File: src/rtl/touch_scan_ctrl.sv
// Scan controller for an XPT2046-class resistive-touch ADC: debounces pen-down,
// runs 24-clock SPI frames alternating X/Y, averages 2^AVG_LOG2 pairs per report.
module touch_scan_ctrl #(
  parameter int unsigned CLK_DIV    = 25,
  parameter int unsigned SETTLE_CYC = 5000,
  parameter int unsigned GAP_CYC    = 50,
  parameter int unsigned AVG_LOG2   = 2
) (
  input  logic        clk,
  input  logic        reset_n,
  input  logic        enable,
  input  logic        pen_irq_n,
  input  logic        spi_miso,
  output logic        spi_mosi,
  output logic        spi_sclk,
  output logic        spi_ss_n,
  output logic [11:0] coord_x,
  output logic [11:0] coord_y,
  output logic        coord_valid,
  input  logic        coord_ready,
  output logic        pen_down
);

  localparam int unsigned AW      = 12 + AVG_LOG2;
  localparam int unsigned NPAIR   = 1 << AVG_LOG2;
  localparam int unsigned PW      = AVG_LOG2 + 1;
  localparam int unsigned CNT_MAX = (SETTLE_CYC > GAP_CYC) ? SETTLE_CYC : GAP_CYC;
  localparam int unsigned CW      = $clog2(CNT_MAX + 1);
  localparam int unsigned DW      = $clog2(CLK_DIV);
  localparam logic [7:0]  CMD_X   = 8'hD0;
  localparam logic [7:0]  CMD_Y   = 8'h90;

  typedef enum logic [2:0] {IDLE, SETTLE, FRAME, GAP, OUTPUT} state_t;

  state_t        state;
  logic          pen_meta;
  logic          pen_sync;
  logic [CW-1:0] cnt;
  logic [DW-1:0] div_cnt;
  logic [5:0]    half;
  logic          axis_y;
  logic [11:0]   sample;
  logic [AW-1:0] acc_x;
  logic [AW-1:0] acc_y;
  logic [PW-1:0] pairs;

  logic [5:0]    half_nx;
  logic [4:0]    period;
  logic [7:0]    cmd;
  logic          cmd_bit;
  logic          capture;

  // Half-period index within a frame: even halves have SCLK low, odd halves high.
  always_comb begin
    half_nx = half + 6'd1;
    period  = half_nx[5:1];
    cmd     = axis_y ? CMD_Y : CMD_X;
    cmd_bit = (period < 5'd8) ? cmd[3'd7 - period[2:0]] : 1'b0;
    capture = (period >= 5'd9) && (period <= 5'd20);
  end

  always_ff @(posedge clk or negedge reset_n) begin
    if (!reset_n) begin
      pen_meta <= 1'b1;
      pen_sync <= 1'b1;
    end else begin
      pen_meta <= pen_irq_n;
      pen_sync <= pen_meta;
    end
  end

  always_ff @(posedge clk or negedge reset_n) begin
    if (!reset_n) begin
      state       <= IDLE;
      cnt         <= '0;
      div_cnt     <= '0;
      half        <= '0;
      axis_y      <= 1'b0;
      sample      <= '0;
      acc_x       <= '0;
      acc_y       <= '0;
      pairs       <= '0;
      spi_mosi    <= 1'b0;
      spi_sclk    <= 1'b0;
      spi_ss_n    <= 1'b1;
      coord_x     <= '0;
      coord_y     <= '0;
      coord_valid <= 1'b0;
      pen_down    <= 1'b0;
    end else begin
      case (state)
        IDLE: begin
          if (enable && !pen_sync) begin
            state <= SETTLE;
            cnt   <= '0;
          end
        end

        SETTLE: begin
          if (pen_sync) begin
            state <= IDLE;
          end else if (cnt == CW'(SETTLE_CYC - 1)) begin
            pen_down <= 1'b1;
            axis_y   <= 1'b0;
            state    <= FRAME;
            spi_ss_n <= 1'b0;
            spi_sclk <= 1'b0;
            spi_mosi <= CMD_X[7];
            div_cnt  <= '0;
            half     <= '0;
          end else begin
            cnt <= cnt + 1'b1;
          end
        end

        FRAME: begin
          if (div_cnt == DW'(CLK_DIV - 1)) begin
            div_cnt <= '0;
            if (half == 6'd47) begin
              spi_ss_n <= 1'b1;
              spi_sclk <= 1'b0;
              spi_mosi <= 1'b0;
              state    <= GAP;
              cnt      <= '0;
              axis_y   <= ~axis_y;
              if (axis_y) begin
                acc_y <= acc_y + AW'(sample);
                pairs <= pairs + 1'b1;
              end else begin
                acc_x <= acc_x + AW'(sample);
              end
            end else begin
              half <= half_nx;
              if (half_nx[0]) begin
                spi_sclk <= 1'b1;
                if (capture) sample <= {sample[10:0], spi_miso};
              end else begin
                spi_sclk <= 1'b0;
                spi_mosi <= cmd_bit;
              end
            end
          end else begin
            div_cnt <= div_cnt + 1'b1;
          end
        end

        GAP: begin
          if (cnt == CW'(GAP_CYC - 1)) begin
            if (pen_sync || !enable) begin
              state    <= IDLE;
              pen_down <= 1'b0;
              acc_x    <= '0;
              acc_y    <= '0;
              pairs    <= '0;
              axis_y   <= 1'b0;
            end else if (pairs == PW'(NPAIR)) begin
              state       <= OUTPUT;
              coord_x     <= acc_x[AVG_LOG2 +: 12];
              coord_y     <= acc_y[AVG_LOG2 +: 12];
              coord_valid <= 1'b1;
              acc_x       <= '0;
              acc_y       <= '0;
              pairs       <= '0;
            end else begin
              state    <= FRAME;
              spi_ss_n <= 1'b0;
              spi_sclk <= 1'b0;
              spi_mosi <= cmd[7];
              div_cnt  <= '0;
              half     <= '0;
            end
          end else begin
            cnt <= cnt + 1'b1;
          end
        end

        OUTPUT: begin
          if (coord_ready) begin
            coord_valid <= 1'b0;
            state       <= GAP;
            cnt         <= '0;
          end
        end

        default: state <= IDLE;
      endcase
    end
  end

endmodule

File: config.mk
export PLATFORM = sky130hd
export DESIGN_NAME = touch_scan_ctrl
export DESIGN_NICKNAME = d
export VERILOG_FILES = /design/src/rtl/touch_scan_ctrl.sv
export SDC_FILE = /design/constraint.sdc
export NUM_CORES = 1
export LEC_CHECK = 0
export CAP_MARGIN = 20
export CORE_UTILIZATION = 64
export DETAILED_ROUTE_END_ITERATION = 6
export GPL_ROUTABILITY_DRIVEN = 0
export HOLD_SLACK_MARGIN = 0.05
export PLACE_DENSITY = 0.92
export SLEW_MARGIN = 25
export SYNTH_ARGS = -nofsm -noshare
export SYNTH_HDL_FRONTEND = slang
export SYNTH_SLANG_ARGS = --single-unit
File: constraint.sdc
create_clock -name clk -period 5.7 [get_ports clk]
set_input_delay 0.855 -clock clk [delete_from_list [all_inputs] [get_ports clk]]
set_output_delay 0.855 -clock clk [all_outputs]
set_load 0.05 [all_outputs]
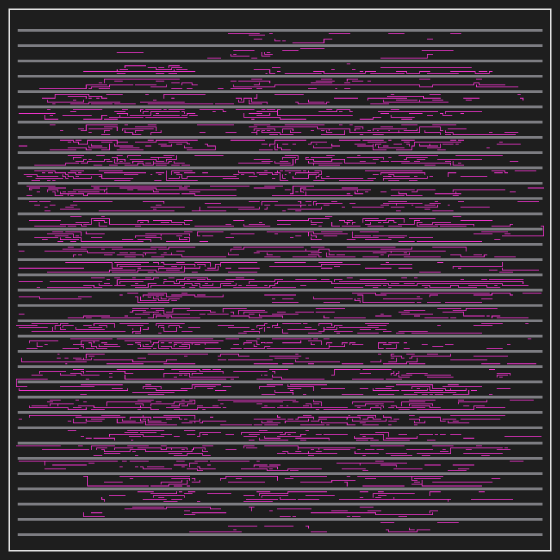
Run 1: signal wires on met1
Supply wires on this layer in gray.
The layer holds 42% of the routed length. The wires run mostly horizontal. 597 nets have wire on it. The layer carries 5150 microns of wire.

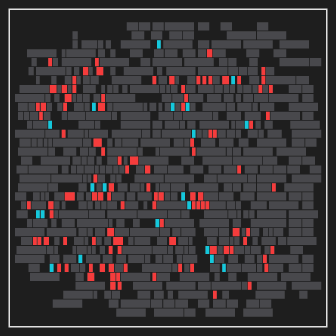
Run 1: selected gate families
Key: red = NAND gates [cells 101, most used nand2_1]; cyan = inverters [cells 20, most used inv_1]

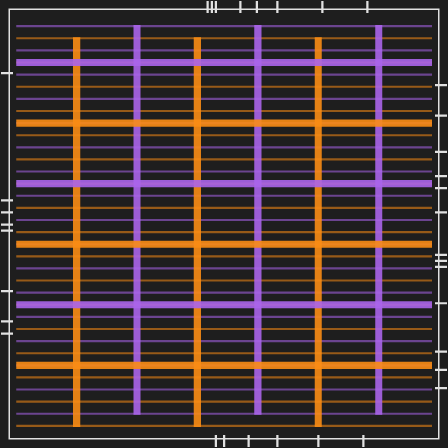
Run 1: PDN straps and rails
Pins as bars on the die edge.
Key: orange = VSS; purple = VDD
35 signal pins sit on the boundary. 6 straps on met4. 34 met1 rails follow the rows.

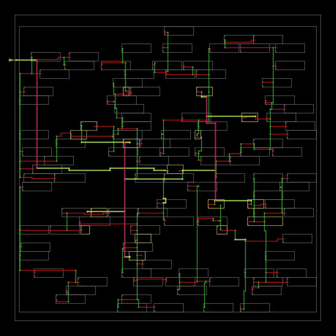
Run 1: clock wiring as the flow saved it
Sink Count: 102
Clock Skews: 11.7 ps
clk ins delay skew pair: 370 ps

==> flow_metrics.tcl, run 1 <==
# implementation run metrics
set metrics [dict create \
    yosys.area.top_type "dfrtp_1" \
    die_h_microns 96.1 \
    dieArea_sq_um 9240 \
    startpoint_type "primary input" \
    cap_violations 0 \
    power_density_nw_per_um2 288 \
    drt-pass1-iter-count 5 \
    seqCellArea_sq_um 2560 \
    postCtsSetupBuffers 0 \
    path_clk_slew_ps 100 \
    ys_area_sq_um 5670 \
    most_common_cell "dfrtp_1" \
    clock_path_buffers 2 \
    cts_buffers 9 \
    ys_warn_count 0 \
    root_buffer "clkbuf_8" \
    critical_path_arrival_ps 3220 \
    synthTopCellsByArea "dfrtp_1, mux2_2, ha_1, o21ai_0, nand2_1" \
    drtIter0Drc 263 \
    logic_area_sq_um 2950 \
    setup_tns_ps 0 \
    hold_buffers 0 \
    final_cells 713 \
    cp_data_required_time_ps 5970 \
    hold_class "flop to flop" \
    setup_viol 0 \
    synth_nets 611 \
    dp_hpwl_microns 8550 \
    syn_inst 572 \
    max_freq_mhz 339 \
    synth.avg_cell_area_sq_um 9.91 \
    n_antenna_cell 0 \
    synth.cell_area_sq_um 5670 \
    rrSetupSlack_ps 2780 \
    hold_viol_final 0 \
    detail-route-antenna-nets 0 \
    top_area_frac 0.437 \
    dr_total_vias 4533 \
    slew_viol_final 0 \
    wl_microns 12100 \
    ctsResizeCount 0 \
    status "completed" \
    via_per_inst 6.36 \
    ys_cells 572 \
    core_area_sq_um 8380 \
    grt_pass1_wl_microns 20600 \
    ys_types 65 \
    ys.flops 102 \
    rsz0062_at_grt "no" \
    area_growth_pct 10.8 \
    overflow 0 \
    grt.total_usage 0.288 \
    finalPower_uw 1810 \
    edf_count 0 \
    h-tree-depth 3 \
    worst_slack_ps 2750 \
    grt_max_degree 66 \
    wire_per_inst_microns 17.0 \
    slew-limit-headroom 0.336 \
    io_buffer_count 34 \
    warning_count 29 \
    async_flop_share 1.00 \
    dp_cells 697 \
    ios 35 \
    endpoint_kind "flop" \
    cts_tree "built" \
    crit_fanout 23 \
    common_cells "dfrtp_1, nand2_1, o21ai_0, nor2_1, mux2_2" \
    dieWidth_microns 96.1 \
    period_needed_ps 2950 \
    period_used_share 0.518 \
    tightest_slew_ps 993 \
    worst_ir_drop_vdd_mv 0.275 \
    initCoreUtil 0.676 \
    antenna_found_initial 0 \
    rows 33 \
    ys_seq_frac 0.451 \
    nets 642 \
    ys.flop_type "dfrtp_1" \
    hold_slack_ps 360 \
    drc 0 \
    worst-setup-path-type "primary input to flop" \
    power.static_leakage_uw 0.00297 \
    pre_cts_slack_ps 2370 \
    drive_gt1_frac 0.127 \
    n_fill_cell 572 \
    grt_pass1_vias 4458 \
]
==> run 1: cells by family after synthesis <==
family / share of synthesized area
DFF: 0.451
muxes: 0.0753
and+or+nand+nor: 0.162
AOI/OAI and AO/OA: 0.167
xor gates and xnor gates: 0.0386
buffers and inverters: 0.0311
adders and majority gates: 0.0755
==> run 1: metal layers <==
metal / up-vias / track usage / routed length (microns)
met5: - / 0 / 0
met4: 0 / 0.103 / 268
met3: 29 / 0.0427 / 516
met2: 157 / 0.512 / 6210
met1: 2215 / 0.354 / 5150
li1: 2132 / - / -
==> run 1: power breakdown <==
group / switching (uW) / internal (uW)
clock network: 245 / 227
registers: 68.3 / 775
logic: 337 / 155
total: 650 / 1160
==> run 1: cells in the final DEF, fill, tap and decap left out, types with 8 or more instances in the layout <==
master and instances:
clkbuf_8 11, a21o_1 10, dfrtp_1 99, clkdlybuf4s50_1 33, nand2_1 68, inv_1 20
a31oi_1 10, mux2_2 37, o21ai_0 58, nand3_1 19, a21oi_1 28, o31ai_1 15
nor2_1 41, nor3_1 8, ha_1 31, xor2_1 12, and3_1 8, xnor2_1 13
==> run 1: flip-flops by register name, summed over array words and instances, names as in the netlist, 3 cells and up <==
signal,flops
cnt,13
state,3
acc_y,14
coord_y,12
coord_x,12
half,6
acc_x,14
sample,12
div_cnt,5
pairs,3
==> run 1: final cells by class <==
cell class / instances / area share
clock inverters: 5 / 0.00896
well taps: 105 / 0.0209
inverters: 20 / 0.0119
clock buffers: 11 / 0.0241
repair buffers: 38 / 0.0585
multi-input cells: 432 / 0.469
flip-flops and latches: 102 / 0.407
==> run 1: final timing paths <==
path | from | end | depth (start not counted)
max in group asynchronous | reset_n | acc_y[13] | 2
max | enable | acc_x[12] | 7
min reg2reg | pen_meta | pen_sync | 0
min in group asynchronous | reset_n | coord_y[6] | 1
min | pen_meta | pen_sync | 0
max reg2reg | state[2] | acc_y[13] | 6
==> run 1: metrics by stage <==
stage                util  cell area (sq um)
global placement    0.725               6080
floorplan               -               5670
global route        0.750               6280
detailed placement  0.725               6080
finish              0.750               6280
CTS                 0.750               6280
==> run 1: critical path, cell delays in order <==
cell	delay, ps
clkdlybuf4s50_1	490
or2b_2	320
a21oi_1	330
nand3b_1	200
and2_1	660
nor2_1	110
a221oi_1	260
==> run 2: changes to the inputs <==
- CORE_UTILIZATION: 64 -> 60
- PLACE_DENSITY: 0.92 -> 0.87
- clock period: 5.7 -> 3.1 ns (I/O delays scaled with it)
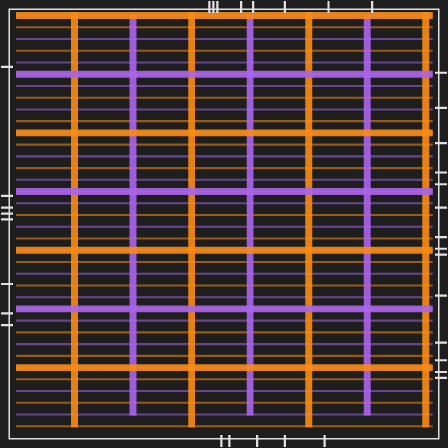
Run 2: PDN straps and rails
Pins as bars on the die edge.
Key: purple = VDD; orange = VSS
36 met1 rails follow the rows. The core has 35 rows. 7 straps on met4.

==> run 2 against run 1 <==
  * The flow now finishes with violations (design-rule violations)
  * Highest routed layer unchanged
  * Non-clock buffer count increased by 9
  * Cell count up 2.0%
  * Core utilization down 5.6 points
  * Via count decreased by 0.42%
  * Final area is 1.6% higher
  * Critical path type is now flop to flop
  * First-iteration DRC count decreased by 12%
  * Sequential share of layout area shrank 0.64 points
  * Total power grew 86%
  * Die size is 6.5% higher
==> flow_metrics.tcl, run 2 <==
# implementation run metrics
set metrics [dict create \
    status "finished with violations" \
    violations "design-rule violations" \
    synthTopCellsByArea "dfrtp_1, mux2_2, ha_1, o21ai_0, nand2_1" \
    ys.flops 102 \
    grt_pass1_wl_microns 20400 \
    grt_max_degree 54 \
    most_common_cell "dfrtp_1" \
    via_per_inst 6.21 \
    path_clk_slew_ps 100 \
    clock_path_buffers 2 \
    period_needed_ps 2700 \
    period_used_share 0.872 \
    root_buffer "clkbuf_8" \
    nets 651 \
    startpoint_type "flop" \
    cp_cell_sequence "inv_1 > ha_1 > or4bb_4 > nor3_4 > a21oi_2 > or4_4 > or3_4 > nand2_1" \
    top_area_frac 0.437 \
    wl_microns 11800 \
    common_cells "dfrtp_1, nand2_1, o21ai_0, nor2_1, mux2_2" \
    edf_count 0 \
    cp_data_required_time_ps 3420 \
    clk_latency_ps 380 \
    postCtsSetupBuffers 0 \
    worst-setup-path-type "flop to flop" \
    ctsResizeCount 0 \
    setup_viol 0 \
    synth.cell_area_sq_um 5670 \
    critical_path_arrival_ps 3020 \
    detail-route-antenna-nets 0 \
    drive_gt1_frac 0.138 \
    top_regs "acc_x (14), acc_y (14), cnt (13)" \
    slew-limit-headroom 0.488 \
    n_antenna_cell 0 \
    synth_nets 611 \
    rr_worst_depth 8 \
    rows 35 \
    design_area_sq_um 6380 \
    tightest_slew_ps 764 \
    lay_top_count "dfrtp_1" \
    dpl_cell_area_sq_um 6180 \
    hold_viol_final 0 \
    slew_viol_final 0 \
    ys_warn_count 0 \
    antenna_found_initial 0 \
    critical-path-max-stage-delay_ps 580 \
    max_freq_mhz 370 \
    hold_class "primary input to asynchronous set/reset pin" \
    grt_pass1_vias 4425 \
    overflow 0 \
    ys_area_sq_um 5670 \
    layout_top_cells "dfrtp_1, nand2_1, o21ai_0" \
    crit_fanout 12 \
    power_density_nw_per_um2 527 \
    initCoreUtil 0.616 \
    worst_ir_drop_vdd_mv 0.552 \
    skew_ps 7.91 \
    async_flop_share 1.00 \
    drtIter0Drc 231 \
    synth.avg_cell_area_sq_um 9.91 \
    endpoint_kind "flop" \
    power.static_leakage_uw 0.00302 \
    io_buffer_count 34 \
    ys.flop_type "dfrtp_1" \
    hold_buffers 0 \
    yosys.area.top_type "dfrtp_1" \
    wire_per_inst_microns 16.2 \
    drt-pass1-iter-count 7 \
    dr_total_vias 4514 \
    syn_inst 572 \
    setup_tns_ps 0 \
    cts_buffers 9 \
    area_growth_pct 12.6 \
    ys_types 65 \
    grt.total_usage 0.260 \
    ios 35 \
    drc 2 \
    cap_violations 0 \
    h-tree-depth 3 \
    dieWidth_microns 99.2 \
    rsz0062_at_grt "no" \
    dp_hpwl_microns 8440 \
    core_area_sq_um 9200 \
    cp_slowest_cell "or4_4" \
    cts_tree "built" \
    ys_seq_frac 0.451 \
    warning_count 29 \
    clock-sinks 102 \
    die_h_microns 99.2 \
    ys_cells 572 \
    dieArea_sq_um 9840 \
]
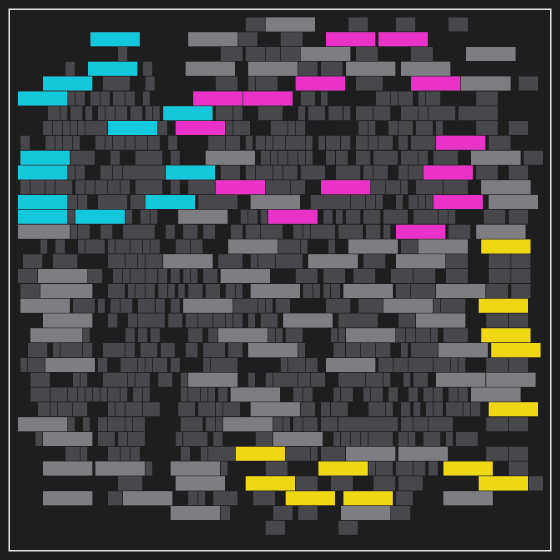
Run 2: sequential cells colored by netlist name
Other sequential cells in the stronger gray, the rest of the logic in the fainter gray.
Key: magenta = acc_x [flops 14]; yellow = coord_y [flops 12]; cyan = cnt [flops 13]

[run 2: cell count changes in the layout (fill, tap and decap cells not counted), sizes merged]
cell / change
buf: +9
clkbuf: +1
clkinv: -1
inv: -1
[run 2: kinds of logic (layout without fill, tap and decap cells)]
logic type,count (synthesis),in the layout,synth area share
adders and majority gates,33,33,0.0755
buffers and inverters,38,82,0.0311
muxes,38,38,0.0753
xor gates and xnor gates,25,25,0.0386
DFF,102,102,0.451
and+or+nand+nor,183,183,0.162
AOI/OAI and AO/OA,153,153,0.167
[run 2: worst paths after layout]
path,startpoint,endpoint,slack (ps)
min,reset_n,coord_y[4],110
min reg2reg,pen_meta,pen_sync,370
max reg2reg,cnt[1],half[0],400
max in group asynchronous,reset_n,acc_x[9],2280
min in group clk,pen_meta,pen_sync,370
max,cnt[1],half[0],400
[run 2: report_power, final]
group | internal (uW) | total (uW) | switching [uW]
Combinational | 329 | 937 | 608
Clock | 434 | 882 | 449
Sequential | 1420 | 1540 | 120
[run 2: stage by stage]
stage | utilization | worst slack, ps | std cells | hold slack, ps | power [uW]
floorplan | - | 687 | 572 | 169 | 2230
finish | 0.694 | 396 | 727 | 110 | 3360
detailed placement | 0.672 | 268 | 712 | 354 | 2500
global placement | 0.672 | 350 | 712 | 346 | 2450
CTS | 0.694 | 392 | 727 | 140 | 3370
global route | 0.694 | 276 | 727 | 171 | 3550
[run 2: layer usage]
layer,global-route usage,up-vias,part of all wire
met5,0,-,0
met4,0.104,0,0.030
met3,0.0527,33,0.045
met2,0.444,129,0.49
met1,0.325,2197,0.43
li1,-,2155,-
[run 2: layout make-up]
class                   count  area (sq um)
clock inverters             3          42.5
fillers                   688          2810
flip-flops and latches    102          2560
repair buffers             47           460
well taps                 111           139
inverters                  20          75.1
clock buffers              12           165
multi-input cells         432          2950
[run 2: critical path, delay by kind of cell, from the launching register on]
family                     cells  cell delay (ps)
AOI/OAI and AO/OA              1              110
DFF                            1              420
buffers and inverters          1               80
adders and majority gates      1              140
and+or+nand+nor                5             1880
==> run 3: changes to the inputs <==
- CORE_UTILIZATION: 60 -> 49
- PLACE_DENSITY: 0.87 -> 0.75
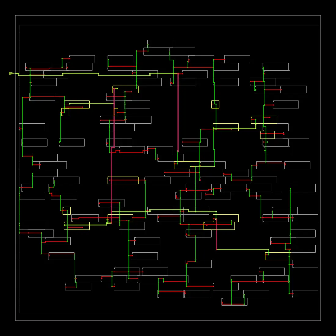
Run 3: clock wiring as the flow saved it
total CTS buffers: 9
FFs & Latches: 102
clk ins delay skew pair: 350 ps
Clock Skews: 7.48 ps

==> run 3 against run 2 <==
  * The run now ends clean
  * Core utilization shrank 10 points
  * Routed wire length shrank 1.4%
  * Area after synthesis is the same
  * Die size grew 22%
  * Combinational power grew 0.7%
  * Final area grew 2.5%
  * Clock-buffer cell count shrank 1
  * Global-route usage shrank 4.6 points
  * Hold slack lost 32 ps
  * Worst setup slack lost 98 ps
  * Critical path depth shrank 1
  * Critical path type unchanged
  * Largest power group unchanged
  * Highest routed layer unchanged
==> flow_metrics.tcl, run 3 <==
# implementation run metrics
set metrics [dict create \
    dp_hpwl_microns 8320 \
    ys_cells 572 \
    clock_path_buffers 2 \
    nets 651 \
    ys.flop_type "dfrtp_1" \
    layout_top_cells "dfrtp_1, nand2_1, o21ai_0" \
    path_clk_slew_ps 70 \
    met1_length_microns 5210 \
    io_buffer_count 34 \
    dr_total_vias 4394 \
    tightest_slew_ps 799 \
    dp_cells 741 \
    power.internal_uw 2490 \
    seq_power_share 0.418 \
    clkPwrFrac 0.328 \
    h-tree-depth 3 \
    yosys.area.top_type "dfrtp_1" \
    wire_per_inst_microns 15.4 \
    ys_area_sq_um 5670 \
    wl_met3_microns 405 \
    overflow 0 \
    common_cells "dfrtp_1, nand2_1, o21ai_0, nor2_1, mux2_2" \
    hold_buffers 0 \
    dpl_cell_area_sq_um 6220 \
    hold_viol_final 0 \
    dieWidth_microns 110 \
    grt_pass1_vias 4286 \
    dieArea_sq_um 12000 \
    ys_types 65 \
    ys_warn_count 0 \
    n_antenna_cell 0 \
    p_comb_frac 0.254 \
    finalPower_uw 3710 \
    wl_microns 11600 \
    crit_fanout 12 \
    cap_violations 0 \
    max_freq_mhz 357 \
    warning_count 29 \
    drt-pass1-iter-count 4 \
    detail-route-antenna-nets 0 \
    antenna_found_initial 0 \
    period_needed_ps 2800 \
    critical_path_arrival_ps 3040 \
    initCoreUtil 0.512 \
    route.met2.wl_microns 5850 \
    rsz0062_at_grt "no" \
    startpoint_type "flop" \
    setup_viol 0 \
    design_area_sq_um 6540 \
    top_layer "met4" \
    edf_count 0 \
    power_density_nw_per_um2 568 \
    worst-setup-path-type "flop to flop" \
    die_h_microns 110 \
    drc 0 \
    top_area_frac 0.437 \
    cp_data_required_time_ps 3340 \
    synthTopCellsByArea "dfrtp_1, mux2_2, ha_1, o21ai_0, nand2_1" \
    ys.flops 102 \
    p_sw_frac 0.330 \
    p_switching_uw 1230 \
    async_flop_share 1.00 \
    final_util 0.591 \
    setup_tns_ps 0 \
    root_buffer "clkbuf_16" \
    via_per_inst 5.80 \
    syn_inst 572 \
    top_regs "acc_x (14), acc_y (14), cnt (13)" \
    synth.avg_cell_area_sq_um 9.91 \
    status "completed" \
    drive_gt1_frac 0.139 \
    worst_ir_drop_vdd_mv 0.471 \
    rows 38 \
    slew_viol_final 0 \
    cts_tree "built" \
    synth_nets 611 \
    clock-sinks 102 \
    grt_pass1_wl_microns 19900 \
    power.static_leakage_uw 0.00306 \
    area_growth_pct 15.4 \
    ctsResizeCount 0 \
    postCtsSetupBuffers 0 \
    hold_class "primary input to asynchronous set/reset pin" \
    grt.total_usage 0.214 \
    ios 35 \
    endpoint_kind "flop" \
    slew-limit-headroom 0.464 \
    most_common_cell "dfrtp_1" \
    grt_max_degree 66 \
    core_area_sq_um 11100 \
    ys_seq_frac 0.451 \
    drtIter0Drc 156 \
    synth.cell_area_sq_um 5670 \
    period_used_share 0.904 \
]
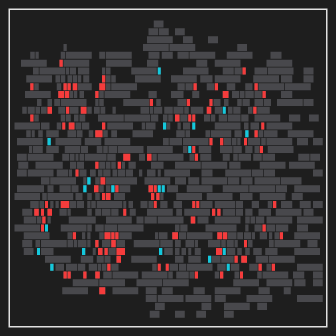
Run 3: selected gate families
Top cell excl fill/tap: dfrtp_1
filler-free cell count of the finished design: 757
logic share of the area: 0.451

## run 3: layer usage
metal / track usage / vias up
li1: - / 2142
met1: 0.270 / 2142
met2: 0.365 / 96
met3: 0.0545 / 14
met4: 0.0543 / 0
met5: 0 / -
## run 3: worst paths after layout
kind / from / slack, ps / depth (start not counted) / endpoint
setup / recovery: half[0] / 300 / 7 / acc_y[13]
hold / removal: reset_n / 80 / 1 / coord_y[5]
setup reg to reg: half[0] / 300 / 7 / acc_y[13]
hold reg to reg: pen_meta / 360 / 0 / pen_sync
max in group asynchronous: reset_n / 2320 / 2 / sample[7]
min in group clk: pen_meta / 360 / 0 / pen_sync
## run 3: per-stage QoR
| step | hold WS, ps | worst slack, ps |
|---|---|---|
| after floorplan | 169 | 687 |
| after global placement | 346 | 335 |
| after detailed placement | 351 | 296 |
| after CTS | 99.4 | 333 |
| after global routing | 118 | 192 |
| final | 78.3 | 298 |
## run 3: power groups by stage
stage / Sequential [uW] / Clock, uW / Combinational [uW]
after floorplan: 1580 / 0 / 646
after global placement: 1560 / 0 / 903
after detailed placement: 1570 / 0 / 931
after CTS: 1550 / 1240 / 944
after global routing: 1570 / 1310 / 1050
final: 1550 / 1220 / 944
## run 3: cells by family (layout without fill, tap and decap cells)
logic type,count (synthesis),after routing,share of synthesized area
xor+xnor,25,25,0.0386
simple gates,183,183,0.162
flops,102,102,0.451
buf+inv,38,83,0.0311
compound gates,153,153,0.167
mux,38,38,0.0753
fa+ha+maj,33,33,0.0755
## run 3: area by class of cell
type | count | area, sq um
Fill cell | 952 | 4540
Clock inverter | 5 | 82.6
Clock buffer | 11 | 243
Tap cell | 140 | 175
Timing Repair Buffer | 47 | 460
Inverter | 20 | 75.1
Sequential cell | 102 | 2560
Multi-Input combinational cell | 432 | 2950
## run 3: critical path, cell delays in order, from the launching register on
cell and delay [ps]:
dfrtp_1 460, ha_1 270, nand3_1 170, or2_4 320, or3_1 550, a2111oi_0 660, xnor2_1 200, nor2_1 60
No activity file was given, so power comes from the tool's default toggle rates.
